Design mem_port_arb, sky130hd; sources not shown.
### Met1 routing, run 1

The bar under the picture is 50 um long. Cells faint in the background.
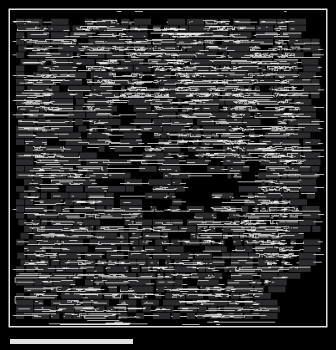
nets with wire on the layer: 850
share of all routed wire: 35%
Total Routed Length: 22930 um
met1 track demand over resource in global routing: 30.75%
count of vias placed by the detailed router: 6126

### Metal 2, run 1

Cells faint in the background.
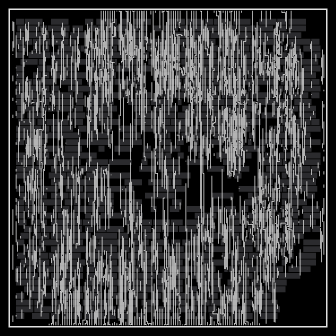
share of all routed wire: 52%
main direction: vertical
met2 Resource Use GR: 47.75%

### The metal 3 layer, run 1

The bar under the picture is 50 um long. Cells faint in the background.
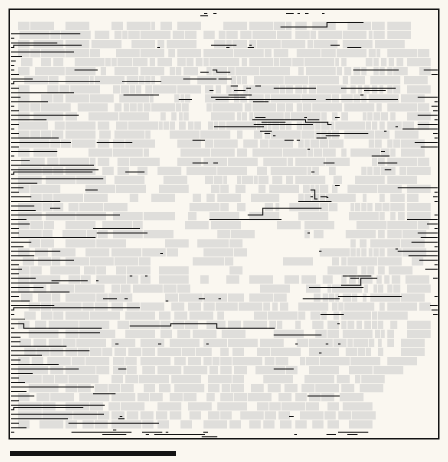
wire length on this layer: 1810 um
main direction: horizontal
GR Util met3: 9.480%

==> results.cfg, run 1 <==
; implementation run metrics
[status]
outcome = finished, violations left
violations_in_the_final_reports = negative setup slack

[sta]
fin_hold_ws_ns = 0.2530
timing.max_slew.rel_slack_pct = 54.84
grt_setup_unrepaired = yes
fin_ws_ns = -0.05377
setup_viol = 5
timing.fmax_mhz = 570.2

[layout]
diodes = 1
layout-drive-gt1-share_pct = 35.75
n_all_inverters = 1
final_net_count = 1024
multiInputCombCellCount = 401
largestClassByArea = non-clock buffers
number_of_flip_flops_and_latches = 145

[yosys]
syn_avg_cell_area_sq_um = 11.13
yosys-dominant-comb-family = simple AND/OR/NAND/NOR gates
synth-seq-cells = 145
mappedNetlistArea_sq_mm = 0.006669
synthSimpleGateAreaFrac_pct = 15.59

[place]
dp_worst_setup_slack_ns = -0.1647

[drt]
drt-initial-drc-count = 518
vias_per_cell = 5.636

[clock_tree]
postCtsHoldBufs = 1
numCtsBuffers = 17
clock_sinks = 145

[worst_setup_path]
path_buffers = 2

[hold_path]
hold_path.class = in2reg

[die]
die-height_um = 128.5
==> run 1: cell families after synthesis <==
kind of cell / Yosys count
adders and majority gates: 1
buffers and inverters: 53
DFF: 145
muxes: 65
xor gates and xnor gates: 4
and+or+nand+nor: 187
AOI/OAI and AO/OA: 144
==> run 1: placed cells by master, fill, tap and decap left out, types with 2 or more instances in the layout <==
master,n
xor2_1,3
nand3_1,64
nand2b_1,32
nor2b_4,2
a22oi_1,5
a21o_1,2
a32o_1,4
nor2b_1,33
dfrtp_2,3
mux2_2,64
clkbuf_16,19
bufinv_16,2
a22o_1,33
nor4bb_4,2
dfrtp_1,142
clkdlybuf4s50_1,135
o21ai_1,35
a22oi_2,27
buf_4,26
clkinv_4,2
clkinvlp_4,5
a21oi_1,3
buf_12,147
inv_6,5
nor2_1,5
nand2_1,34
o21ai_0,32
or3_1,3
buf_6,7
==> run 1: cells in the mapped netlist <==
master	count
or2b_1	1
nor4bb_1	2
nor2b_1	35
a21o_1	2
o21a_1	1
nand2_1	34
a21oi_1	3
and2_1	1
nor2_8	1
nand4b_2	1
buf_2	18
nand4_1	1
and3b_1	1
buf_4	2
xnor2_1	1
inv_1	1
mux2i_1	1
nand4b_1	1
mux2_2	64
or3_1	3
o21ai_2	1
a32o_1	4
o21ai_0	56
or3b_1	1
ha_1	1
xor2_1	3
clkbuf_1	24
o31ai_1	1
or4_4	1
a22o_1	33
a22oi_1	32
nor2_1	6
dfrtp_1	145
nand3_1	64
o21ai_1	11
nand2b_1	32
buf_6	4
clkbuf_2	4
nand4bb_1	1
nor3b_1	1
==> run 1: per-layer routing <==
metal  routed length, um  up-vias  global-route usage, %
li1                    -     2715                      -
met3                1811       87                  9.480
met1                8012     3014                  30.75
met4                1204        0                  14.39
met5                   0        -                      0
met2               11900      310                  47.75
==> run 2: changes to the inputs <==
--- a/config.mk
+++ b/config.mk
@@ -9,6 +9,7 @@
 export CORE_MARGIN = 2
 export CORE_UTILIZATION = 43
 export CTS_BUF_LIST = sky130_fd_sc_hd__clkbuf_16
+export CTS_CLUSTER_SIZE = 10
 export DETAILED_ROUTE_END_ITERATION = 6
 export GPL_ROUTABILITY_DRIVEN = 0
 export PLACE_DENSITY = 0.8
### The metal 3 layer, run 2

The bar under the picture is 50 um long. Cells faint in the background.
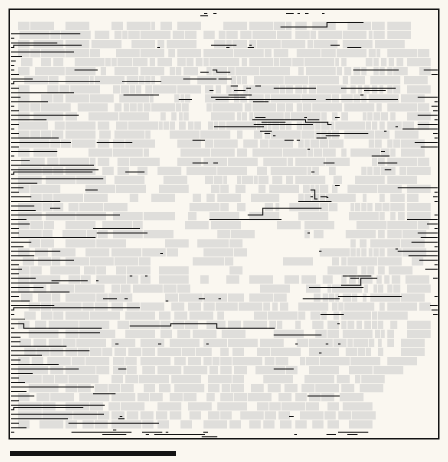
nets with wire on the layer: 192
wire length on this layer: 1810 um
longest straight run: 37.7 um
share of all routed wire: 7.9%
main direction: horizontal

==> results.cfg, run 2 <==
; implementation run metrics
[layout]
final_net_count = 1024
final_layout_top_logic_cell = buf_12
layout-drive-gt1-share_pct = 35.75
flow.area_growth_from_synthesis_pct = 81.24
final_layout_top_logic_cells = buf_12, dfrtp_1, clkdlybuf4s50_1

[yosys]
synthSimpleGateAreaFrac_pct = 15.59
number_of_flops_mapped_to_enable_cells_by_yosys = 0
syn_avg_cell_area_sq_um = 11.13
synth.top_cells.by_area = dfrtp_1, mux2_2, nand3_1
yosys-dominant-comb-family = simple AND/OR/NAND/NOR gates
yosys_most_used_dff = dfrtp_1
synth-seq-cells = 145
postSynth.asyncResetShare_pct = 100.0
synth_top_area_share_pct = 54.41
synth.most_common_cell = dfrtp_1
yosys-top-cells-count = dfrtp_1, mux2_2, nand3_1

[clock_tree]
numCtsBuffers = 17
clock_sinks = 145

[drt]
routed_wirelength_um = 22930
vias_per_cell = 5.636
wl_met3_um = 1811
detailroute.wirelength.met2_um = 11900
routedLengthMet1_um = 8012
detailroute.via_count = 6126
drt-initial-drc-count = 518
routed.top_layer = met4

[hold_path]
hold_path.class = in2reg

[sta]
setup_viol = 5
grt_setup_unrepaired = yes
fin_ws_ns = -0.05377
timing.max_slew.rel_slack_pct = 54.84
timing.fmax_mhz = 570.2
slew_at_the_pin_closest_to_its_max_slew_limit_ns = 0.6774

[global_route]
globalRoute.totalOverflow = 0
met2_resource_use_gr_pct = 47.75
busiest_layer = met2
antenna_found_initial = 1
grtUsageMet1_pct = 30.75

[worst_setup_path]
arrival_ns = 1.50
setup.worst_path.start_class = flip-flop
worstSetupPathType = reg2out
rrSetupSlack_ns = -0.04

[die]
rows = 45
die-height_um = 128.5

[status]
outcome = finished, violations left
violations_in_the_final_reports = negative setup slack
==> run 2: cell counts in the layout (fill, tap and decap cells not counted) <==
No cell type changed its count.
==> run 2: cell families after synthesis <==
logic type,count (synthesis)
XOR/XNOR,4
buffers and inverters,53
adder cells (fa/ha/maj),1
AND/OR/NAND/NOR,187
multiplexers,65
AND-OR/OR-AND,144
flip-flops,145
==> run 2: final cells by class <==
| type | count | share of cell area (%) |
|---|---|---|
| Inverter | 1 | 0.06211 |
| Multi-Input combinational cell | 401 | 24.74 |
| Clock inverter | 15 | 1.325 |
| Antenna cell | 1 | 0.02070 |
| Tap cell | 188 | 1.946 |
| Sequential cell | 145 | 30.05 |
| Clock buffer | 17 | 3.520 |
| Timing Repair Buffer | 319 | 38.33 |
==> run 2: through the flow <==
step                      worst slack [ns]  setup TNS, ns  hold WS, ns  instances
after floorplan                    -0.2486        -0.2486     -0.04059        599
after global placement             -0.1144         -2.744       0.1425       1044
final                             -0.05377        -0.1953       0.2530       1087
after global routing              -0.09865        -0.5736       0.2735       1087
after CTS                         -0.05490        -0.1876       0.2477       1082
after detailed placement           -0.1647         -3.794       0.1457       1044
==> run 2: timing repair <==
action,in CTS,in global routing
endpoints found under the setup margin,5,58
pin swaps,2,18
endpoints found under the hold margin,24,0
setup buffers,6,1
gates resized,7,54
hold buffers,1,0
cloned,0,3
==> run 2: worst max-delay path: cells and delay by family (launching register included) <==
| kind | cells | cell delay, ns |
|---|---|---|
| buffers and inverters | 2 | 0.31 |
| flip-flops | 1 | 0.40 |
| AND/OR/NAND/NOR | 2 | 0.35 |
